--- src/rtl/acc_seq_ctrl.sv ---
// acc_seq_ctrl: fetch/decode/execute sequencer for the 16-bit accumulator CPU.
// Drives the datapath control word, handshakes a stalling data memory, and flags illegal opcodes and timeouts.
module acc_seq_ctrl #(
  parameter int IW       = 16,
  parameter int WAIT_MAX = 15,
  parameter int CNT_W    = 16
) (
  input  logic             clk,
  input  logic             rst,
  input  logic             run,
  input  logic [IW-1:0]    ir,
  input  logic             zf,
  input  logic             dm_rdy,
  output logic [7:0]       cw,
  output logic [2:0]       alu_op,
  output logic             j,
  output logic [2:0]       state,
  output logic             illegal,
  output logic             bus_err,
  output logic [CNT_W-1:0] instr_cnt
);
  typedef enum logic [2:0] {
    S_IDLE   = 3'd0,
    S_FETCH  = 3'd1,
    S_DECODE = 3'd2,
    S_EXEC   = 3'd3,
    S_MEM    = 3'd4,
    S_HALT   = 3'd5
  } state_t;
  localparam int WW = (WAIT_MAX < 2) ? 1 : $clog2(WAIT_MAX + 1);
  localparam logic [WW-1:0] W_LAST = WW'(WAIT_MAX - 1);
  localparam logic [3:0] OP_LDA = 4'h1, OP_STA = 4'h2, OP_ADD = 4'h3, OP_NOT = 4'h7;
  localparam logic [3:0] OP_JMP = 4'h8, OP_JZ = 4'h9, OP_JNZ = 4'hA, OP_HLT = 4'hF;
  state_t           r_state, w_next;
  logic [3:0]       r_op;
  logic [WW-1:0]    r_wait;
  logic             r_illegal, r_bus_err;
  logic [CNT_W-1:0] r_cnt;
  logic             w_exec, w_mem, w_memop, w_alu, w_ill, w_to, w_retire;
  logic             w_unused_ir;
  assign w_unused_ir = ^ir[IW-5:0];
  always_comb begin
    w_exec   = r_state == S_EXEC;
    w_mem    = r_state == S_MEM;
    w_memop  = r_op == OP_LDA || r_op == OP_STA;
    w_alu    = r_op >= OP_ADD && r_op <= OP_NOT;
    w_ill    = r_op >= 4'hB && r_op <= 4'hE;
    // Timeout fires on the WAIT_MAX-th consecutive stalled MEM cycle.
    w_to     = w_mem && !dm_rdy && r_wait == W_LAST;
    w_retire = (w_exec && !w_memop) || (w_mem && dm_rdy);
    cw       = '0;
    alu_op   = '0;
    w_next   = r_state;
    case (r_state)
      S_IDLE:   w_next = run ? S_FETCH : S_IDLE;
      S_FETCH: begin
        cw[7]  = 1'b1;
        cw[5]  = 1'b1;
        w_next = S_DECODE;
      end
      S_DECODE: w_next = S_EXEC;
      S_EXEC: begin
        cw[4]  = w_alu;
        alu_op = w_alu ? 3'(r_op - 4'd2) : 3'd0;
        cw[6]  = r_op == OP_JMP || (r_op == OP_JZ && zf) || (r_op == OP_JNZ && !zf);
        w_next = w_memop ? S_MEM : r_op == OP_HLT ? S_HALT : run ? S_FETCH : S_IDLE;
      end
      S_MEM: begin
        cw[1]  = r_op == OP_LDA;
        cw[2]  = r_op == OP_STA;
        cw[4]  = dm_rdy && r_op == OP_LDA;
        cw[3]  = dm_rdy && r_op == OP_LDA;
        w_next = dm_rdy ? (run ? S_FETCH : S_IDLE) : w_to ? S_HALT : S_MEM;
      end
      S_HALT:   cw[0] = 1'b1;
      default:  w_next = S_IDLE;
    endcase
  end
  always_ff @(posedge clk or posedge rst) begin
    if (rst) begin
      r_state   <= S_IDLE;
      r_op      <= '0;
      r_wait    <= '0;
      r_illegal <= 1'b0;
      r_bus_err <= 1'b0;
      r_cnt     <= '0;
    end else begin
      r_state <= w_next;
      if (r_state == S_DECODE) r_op <= ir[IW-1 -: 4];
      r_wait <= (w_mem && !dm_rdy) ? r_wait + 1'b1 : '0;
      if (w_exec && w_ill) r_illegal <= 1'b1;
      if (w_to) r_bus_err <= 1'b1;
      if (w_retire) r_cnt <= r_cnt + 1'b1;
    end
  end
  assign j         = cw[6];
  assign state     = r_state;
  assign illegal   = r_illegal;
  assign bus_err   = r_bus_err;
  assign instr_cnt = r_cnt;
endmodule

--- config.mk ---
export PLATFORM = sky130hd
export DESIGN_NAME = acc_seq_ctrl
export DESIGN_NICKNAME = d
export VERILOG_FILES = /design/src/rtl/acc_seq_ctrl.sv
export SDC_FILE = /design/constraint.sdc
export NUM_CORES = 1
export LEC_CHECK = 0
export ABC_AREA = 1
export CAP_MARGIN = 30
export CORE_MARGIN = 1
export CORE_UTILIZATION = 41
export CTS_CLUSTER_SIZE = 14
export DETAILED_ROUTE_END_ITERATION = 16
export PLACE_DENSITY_LB_ADDON = 0.08
export REMOVE_ABC_BUFFERS = 1
export SKIP_CTS_REPAIR_TIMING = 1
export SKIP_LAST_GASP = 1
export SLEW_MARGIN = 20
export SYNTH_ARGS = -nofsm -noshare
export SYNTH_HDL_FRONTEND = slang
export SYNTH_SLANG_ARGS = --single-unit
--- constraint.sdc ---
create_clock -name clk -period 1.6 [get_ports clk]
set_clock_uncertainty 0.15 [all_clocks]
set_input_delay 0.32 -clock clk [delete_from_list [all_inputs] [get_ports clk]]
set_output_delay 0.32 -clock clk [all_outputs]
set_load 0.05 [all_outputs]
==> flow_summary.json, run 1 <==
{
  "run_status": "finished with violations",
  "failed_checks": "negative setup slack",
  "p_int_mw": 1.08,
  "ioPinCount": 54,
  "worstPathBufferInverterCount": 3,
  "synth_cell_type_count": 24,
  "count_of_instantiated_cells_in_the_yosys_netlist": 224,
  "worst_r2r_startpoint": "state[2]",
  "total_power_mw": 1.38,
  "ctsRootBufferMaster": "sky130_fd_sc_hd__clkbuf_8",
  "ant_nets": 0,
  "synth-edff-count": 0,
  "final.period_utilization_pct": 126,
  "path_clk_slew_ns": 0.06,
  "clock_tree.htree_level_count": 2,
  "report.final.setup_viol": 12,
  "leakagePower_nw": 1.27,
  "synth-area-yosys_mm2": 0.00164,
  "timing.critical_path.max_delay_family": "simple AND/OR/NAND/NOR gates",
  "critPathKind": "reg -> out",
  "max_cap_violations": 0,
  "final_layout_size_suffix_gt1_share_pct": 31.8,
  "fp.dieArea_mm2": 0.00427,
  "comb_cell_power_mw": 0.0676,
  "layout_setup_ws_ns": -0.412,
  "post-synth-top-area-cell": "sky130_fd_sc_hd__dfrtp_1",
  "avgSynthCellArea_um2": 7.34,
  "power_per_cell_area_mw_per_mm2": 487,
  "yosys.cell_count.top_type": "sky130_fd_sc_hd__nand2_1",
  "cts_made_buffers": 5,
  "fin_crit_ns": 2.01,
  "yosys-top-cells-area": "sky130_fd_sc_hd__dfrtp_1 (44%), sky130_fd_sc_hd__nand2_1 (16%), sky130_fd_sc_hd__nor2_1 (7.5%)",
  "synthCells": 224,
  "critical_path.reg2reg.endpoint": "instr_cnt[7]",
  "mostFrequentLayoutCell": "sky130_fd_sc_hd__nand2_1",
  "clock_insertion_delay_worst_skew_ns": 0.29,
  "syn_to_final_growth_pct": 72.9,
  "worst_setup_path_endpoint": "j",
  "grt_usage_pct": 20.1,
  "synth-seq-cells": 29,
  "utilization_pct": 75.9,
  "clock_tree_sinks": 29,
  "buffer_ports.inserted": 41,
  "end_kind": "output port",
  "openroad_warning_count": 39,
  "synth.cells.most_frequent": "sky130_fd_sc_hd__nand2_1 (70), sky130_fd_sc_hd__nor2_1 (33), sky130_fd_sc_hd__dfrtp_1 (29), sky130_fd_sc_hd__inv_1 (26), sky130_fd_sc_hd__nand3_1 (14)",
  "ir_worst_vdd_v": 0.000421
}
[run 1: logic make-up (layout without fill, tap and decap cells)]
logic type / Yosys count / count (layout) / synth area share (%)
fa+ha+maj: 3 / 3 / 2.28
xor+xnor: 10 / 10 / 5.33
compound gates: 19 / 19 / 6.24
buf+inv: 32 / 109 / 8.68
flops: 29 / 29 / 44.1
simple gates: 131 / 132 / 33.3
[run 1: routing by layer]
| layer | track usage [%] | routed length, um |
|---|---|---|
| met5 | 0 | 0 |
| met2 | 34.4 | 2100 |
| met3 | 4.34 | 174 |
| met4 | 8.15 | 65 |
| met1 | 24.4 | 1790 |
[run 1: worst register-to-register path, delay by kind of cell (launching register included)]
kind                   cells  cell delay (ns)
AND-OR/OR-AND              1             0.07
flip-flops                 1             0.40
buffers and inverters      3             0.40
AND/OR/NAND/NOR            4             0.40
[run 1: cell type report]
type	instances	area (um^2)
clock buffers	8	80.1
fillers	272	901
inverters	28	105
multi-input cells	164	875
flip-flops and latches	29	729
well taps	48	60.1
repair buffers	73	993
[run 1: flip-flops by register name (all words and copies together) (netlist names)]
signal,cells
instr_cnt,16
state,3
r_op,4
illegal,1
r_wait,4
bus_err,1
[run 1: through the flow]
step | setup WS (ns) | std cells | area, um^2 | hold WS (ns)
2_1_floorplan | -2.80 | 220 | 1610 | 0.248
3_3_place_gp | -0.274 | 333 | 2600 | 0.326
3_5_place_dp | -0.271 | 333 | 2600 | 0.321
4_1_cts | -0.441 | 341 | 2680 | 0.236
5_1_grt | -0.493 | 350 | 2840 | 0.264
6_report | -0.412 | 350 | 2840 | 0.225
Fig. 1: run 1, clock wires, drivers and flops
Scale: 8 px per um.
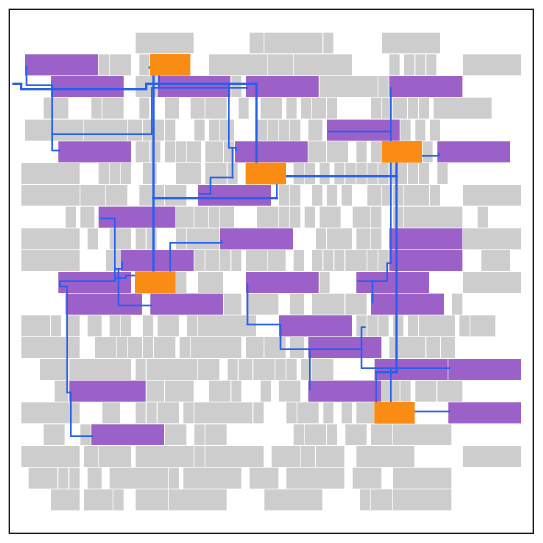
- clock wires: blue (length 393 um)
- clock-net drivers: orange (count 5)
- flip-flops: purple (count 29)
- routed clock nets: 6

Fig. 2: run 1, ports around the boundary
Scale: 6 px per um. Pins as bars across the die edge, other pins in grey.
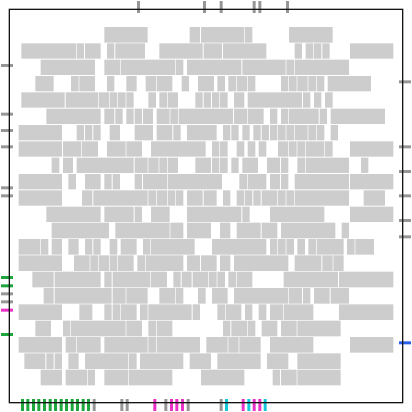
- cw: magenta (pins 8; direction output; edge 7 south, 1 west)
- state: cyan (pins 3; direction output; edge south)
- ir: green (pins 16; direction input; edge 13 south, 3 west)
- bus_err: blue (pins 1; direction output; edge east)
- all pins by edge: 29 south, 12 west, 7 east, 6 north

Fig. 3: run 1, selected gate families
Scale: 6 px per um.
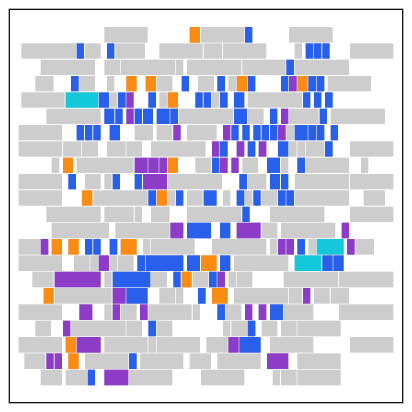
- fa/ha/maj cells: cyan (cells 3)
- nand cells: blue (cells 91)
- aoi and oai cells: orange (cells 19)
- nor cells: purple (cells 40)

Fig. 4: run 1, routed metal, one colour a layer
Scale: 4 px per um. Two of the layers only.
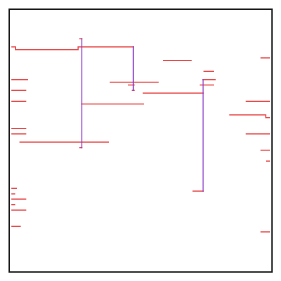

==> inputs of run 2 (changes only) <==
--- a/config.mk
+++ b/config.mk
@@ -6,6 +6,7 @@
 export NUM_CORES = 1
 export LEC_CHECK = 0
 export ABC_AREA = 1
+export ABC_CLOCK_PERIOD_IN_PS = 1900
 export CAP_MARGIN = 30
 export CORE_MARGIN = 1
 export CORE_UTILIZATION = 41
==> constraint.sdc (replaced) <==
create_clock -name clk -period 1.9 [get_ports clk]
set_clock_uncertainty 0.15 [all_clocks]
set_input_delay 0.19 -clock clk [delete_from_list [all_inputs] [get_ports clk]]
set_output_delay 0.19 -clock clk [all_outputs]
set_load 0.05 [all_outputs]
Fig. 5: run 2, routed metal, one colour a layer
Scale: 4 px per um. Two of the layers only.
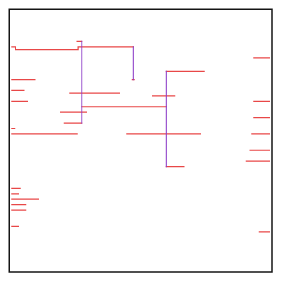
- M4: purple (wire length 52.4 um)
- M3: red (wire length 193 um)

==> run 2 against run 1 <==
  * Synthesized area did not move
  * Global-route usage fell by 0.98 points
  * Highest routed layer unchanged
  * Critical endpoint unchanged
  * Design area fell by 18%
  * Clock-buffer cell count fell by 2
  * The run still ends with negative setup slack left
==> flow_summary.json, run 2 <==
{
  "register_area_um2": 726,
  "detailroute.wirelength.met3_um": 192,
  "place_worst_setup_slack_ns": 0.185,
  "mostFrequentLayoutCell": "sky130_fd_sc_hd__nand2_1",
  "critPathKind": "reg -> out",
  "yosys-top-cells-area": "sky130_fd_sc_hd__dfrtp_1 (44%), sky130_fd_sc_hd__nand2_1 (16%), sky130_fd_sc_hd__nor2_1 (7.5%)",
  "path_clk_slew_ns": 0.06,
  "largest_register_ffs": 16,
  "fp.dieArea_mm2": 0.00427,
  "ctsRootBufferMaster": "sky130_fd_sc_hd__clkbuf_8",
  "report.final.setup_viol": 2,
  "synth-edff-count": 0,
  "synthCells": 224,
  "fillCellCount": 354,
  "layout_setup_ws_ns": -0.0583,
  "final_layout_size_suffix_gt1_share_pct": 20.1,
  "max_cap_violations": 0,
  "run_status": "finished with violations",
  "post-synth-top-area-cell": "sky130_fd_sc_hd__dfrtp_1",
  "syn_to_final_growth_pct": 41.9,
  "failed_checks": "negative setup slack"
}
Fig. 6: run 2, clock nets
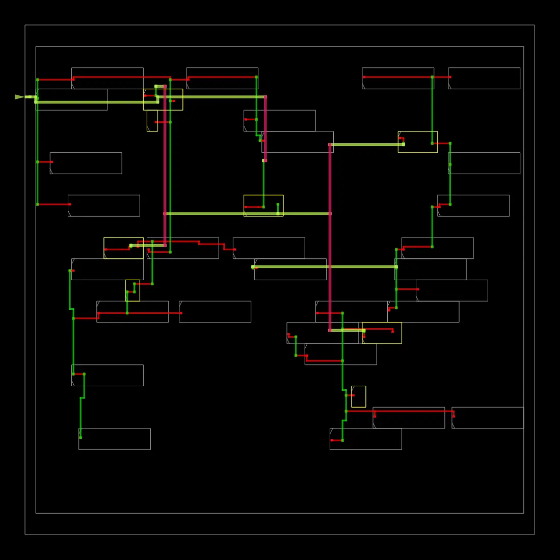
Clk Latency, worst-skew pair: 0.28 ns
clock buffers created by TritonCTS: 5
flip-flops: 29

[run 2: cell counts after synthesis]
Identical to the previous run, type by type.
[run 2: kinds of logic (layout without fill, tap and decap cells)]
family                     count (synthesis)  after routing  synth area share (%)
AOI/OAI and AO/OA                         19             19                  6.24
xor gates and xnor gates                  10             10                  5.33
adders and majority gates                  3              3                  2.28
buffers and inverters                     32             86                  8.68
DFF                                       29             29                  44.1
and+or+nand+nor                          131            131                  33.3
[run 2: layer usage]
layer  track usage, %  vias up
met5                0        -
met4             7.34        0
met3             5.21        8
met2             31.4       33
met1             23.8      677
li1                 -      809
[run 2: metrics by stage]
step | std cells | hold slack, ns | utilization (%) | total power [mW]
after floorplan | 220 | 0.118 | - | 0.658
after global placement | 316 | 0.305 | 59.0 | 0.684
after detailed placement | 316 | 0.305 | 59.0 | 0.685
after CTS | 324 | 0.139 | 61.2 | 1.18
after global routing | 326 | 0.178 | 62.3 | 1.21
final | 326 | 0.123 | 62.3 | 1.16
[run 2: worst max-delay path, stage by stage (launching register included)]
cell                      delay [ns]
sky130_fd_sc_hd__dfrtp_1        0.43
sky130_fd_sc_hd__nand2_2        0.10
sky130_fd_sc_hd__nor2_4         0.16
sky130_fd_sc_hd__inv_2          0.07
sky130_fd_sc_hd__nor4_4         0.26
sky130_fd_sc_hd__buf_4          0.18
sky130_fd_sc_hd__buf_12         0.13
[run 2: power groups by stage]
stage	logic [mW]	clock network (mW)	registers, mW
2_1_floorplan	0.0215	0	0.637
3_3_place_gp	0.0466	0	0.637
6_report	0.0476	0.490	0.627
5_1_grt	0.0544	0.528	0.627
3_5_place_dp	0.0473	0	0.637
4_1_cts	0.0472	0.502	0.626
==> inputs of run 3 (changes only) <==
--- a/config.mk
+++ b/config.mk
@@ -6,7 +6,6 @@
 export NUM_CORES = 1
 export LEC_CHECK = 0
 export ABC_AREA = 1
-export ABC_CLOCK_PERIOD_IN_PS = 1900
 export CAP_MARGIN = 30
 export CORE_MARGIN = 1
 export CORE_UTILIZATION = 41
Fig. 7: run 3, clock wires, drivers and flops
Scale: 8 px per um.
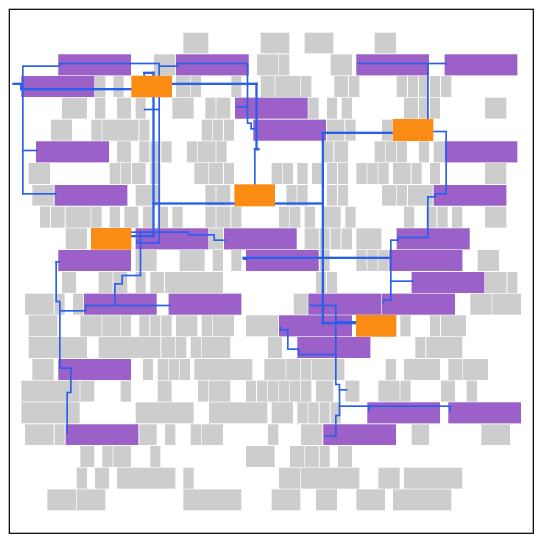
- clock wires: blue (length 425 um)
- clock-net drivers: orange (count 5)
- flip-flops: purple (count 29)
- flops lie: all over the die
- routed clock nets: 6

==> run 3 against run 2 <==
  * The run still ends with negative setup slack left
  * Clock power about the same
  * Via count unchanged
  * Power unchanged
  * Hold slack unchanged
  * Non-clock buffer count unchanged
  * Flip-flop count unchanged
  * Fmax unchanged
  * Design area unchanged
  * Critical path type unchanged
  * Critical endpoint unchanged
  * Largest cell class unchanged
==> flow_summary.json, run 3 <==
{
  "run_status": "finished with violations",
  "failed_checks": "negative setup slack",
  "largest_register_ffs": 16,
  "yosys-top-cells-area": "sky130_fd_sc_hd__dfrtp_1 (44%), sky130_fd_sc_hd__nand2_1 (16%), sky130_fd_sc_hd__nor2_1 (7.5%)",
  "report.final.setup_viol": 2,
  "max_cap_violations": 0,
  "global_route.usage.met1_pct": 23.8,
  "path_clk_slew_ns": 0.06,
  "gr-max-usage-layer": "met2",
  "gr-usage-met3_pct": 5.21,
  "syn_to_final_growth_pct": 41.9,
  "critPathKind": "reg -> out",
  "worstPathBufferInverterCount": 3,
  "cts_made_buffers": 5,
  "synth-edff-count": 0,
  "cpPeakStageDelay_ns": 0.43,
  "total_power_mw": 1.16,
  "post-synth-top-area-cell": "sky130_fd_sc_hd__dfrtp_1",
  "worst_hold_slack_ns": 0.123,
  "ctsRootBufferMaster": "sky130_fd_sc_hd__clkbuf_8",
  "fp.dieArea_mm2": 0.00427,
  "layout_setup_ws_ns": -0.0583,
  "timing.critical_path.max_delay_family": "simple AND/OR/NAND/NOR gates",
  "clock_insertion_delay_worst_skew_ns": 0.28,
  "synthCells": 224,
  "grtUsageMet2_pct": 31.4
}
Fig. 8: run 3, selected gate families
Scale: 6 px per um.
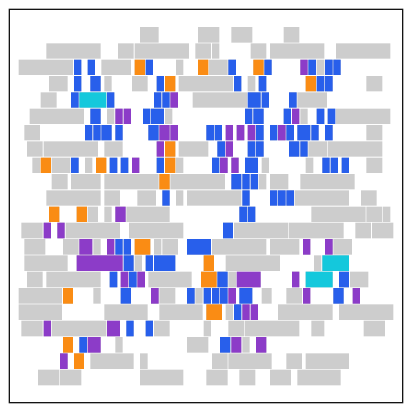
- aoi and oai cells: orange (cells 19)
- fa/ha/maj cells: cyan (cells 3)
- nor cells: purple (cells 40)
- nand cells: blue (cells 90)

-- run 3: cells by family after synthesis --
group,Yosys count,share of synthesized area (%)
DFF,29,44.1
and+or+nand+nor,131,33.3
AOI/OAI and AO/OA,19,6.24
xor gates and xnor gates,10,5.33
adders and majority gates,3,2.28
buffers and inverters,32,8.68
-- run 3: layout make-up --
type                       count  area share [%]
sequential                    29            31.1
clock inverter                 2           0.429
inverter                      28            4.51
multi-input combinational    163            34.4
clock buffer                   6            3.11
tap                           48            2.58
timing repair buffer          50            23.8
-- run 3: power by group through the flow --
stage | clock, mW | combinational [mW] | sequential, mW
5_1_grt | 0.528 | 0.0544 | 0.627
3_5_place_dp | 0 | 0.0473 | 0.637
6_report | 0.490 | 0.0476 | 0.627
4_1_cts | 0.502 | 0.0472 | 0.626
2_1_floorplan | 0 | 0.0215 | 0.637
3_3_place_gp | 0 | 0.0466 | 0.637
-- run 3: through the flow --
step / utilization, % / setup WS [ns] / cells / setup TNS [ns]
2_1_floorplan: - / -2.37 / 220 / -11.52
3_3_place_gp: 59.0 / 0.173 / 316 / 0
3_5_place_dp: 59.0 / 0.185 / 316 / 0
4_1_cts: 61.2 / -0.149 / 324 / -0.305
5_1_grt: 62.3 / -0.127 / 326 / -0.509
6_report: 62.3 / -0.0583 / 326 / -0.117
-- run 3: worst min-delay path: stages --
cell and delay, ns:
sky130_fd_sc_hd__clkdlybuf4s50_1 0.39, sky130_fd_sc_hd__inv_1 0.05, sky130_fd_sc_hd__buf_4 0.33
-- run 3: per-layer routing --
| metal | vias to the layer above | routed length, um |
|---|---|---|
| li1 | 809 | - |
| met1 | 677 | 1750 |
| met2 | 33 | 1610 |
| met3 | 8 | 192 |
| met4 | 0 | 52 |
| met5 | - | 0 |
Power and IR drop assume default switching activity.
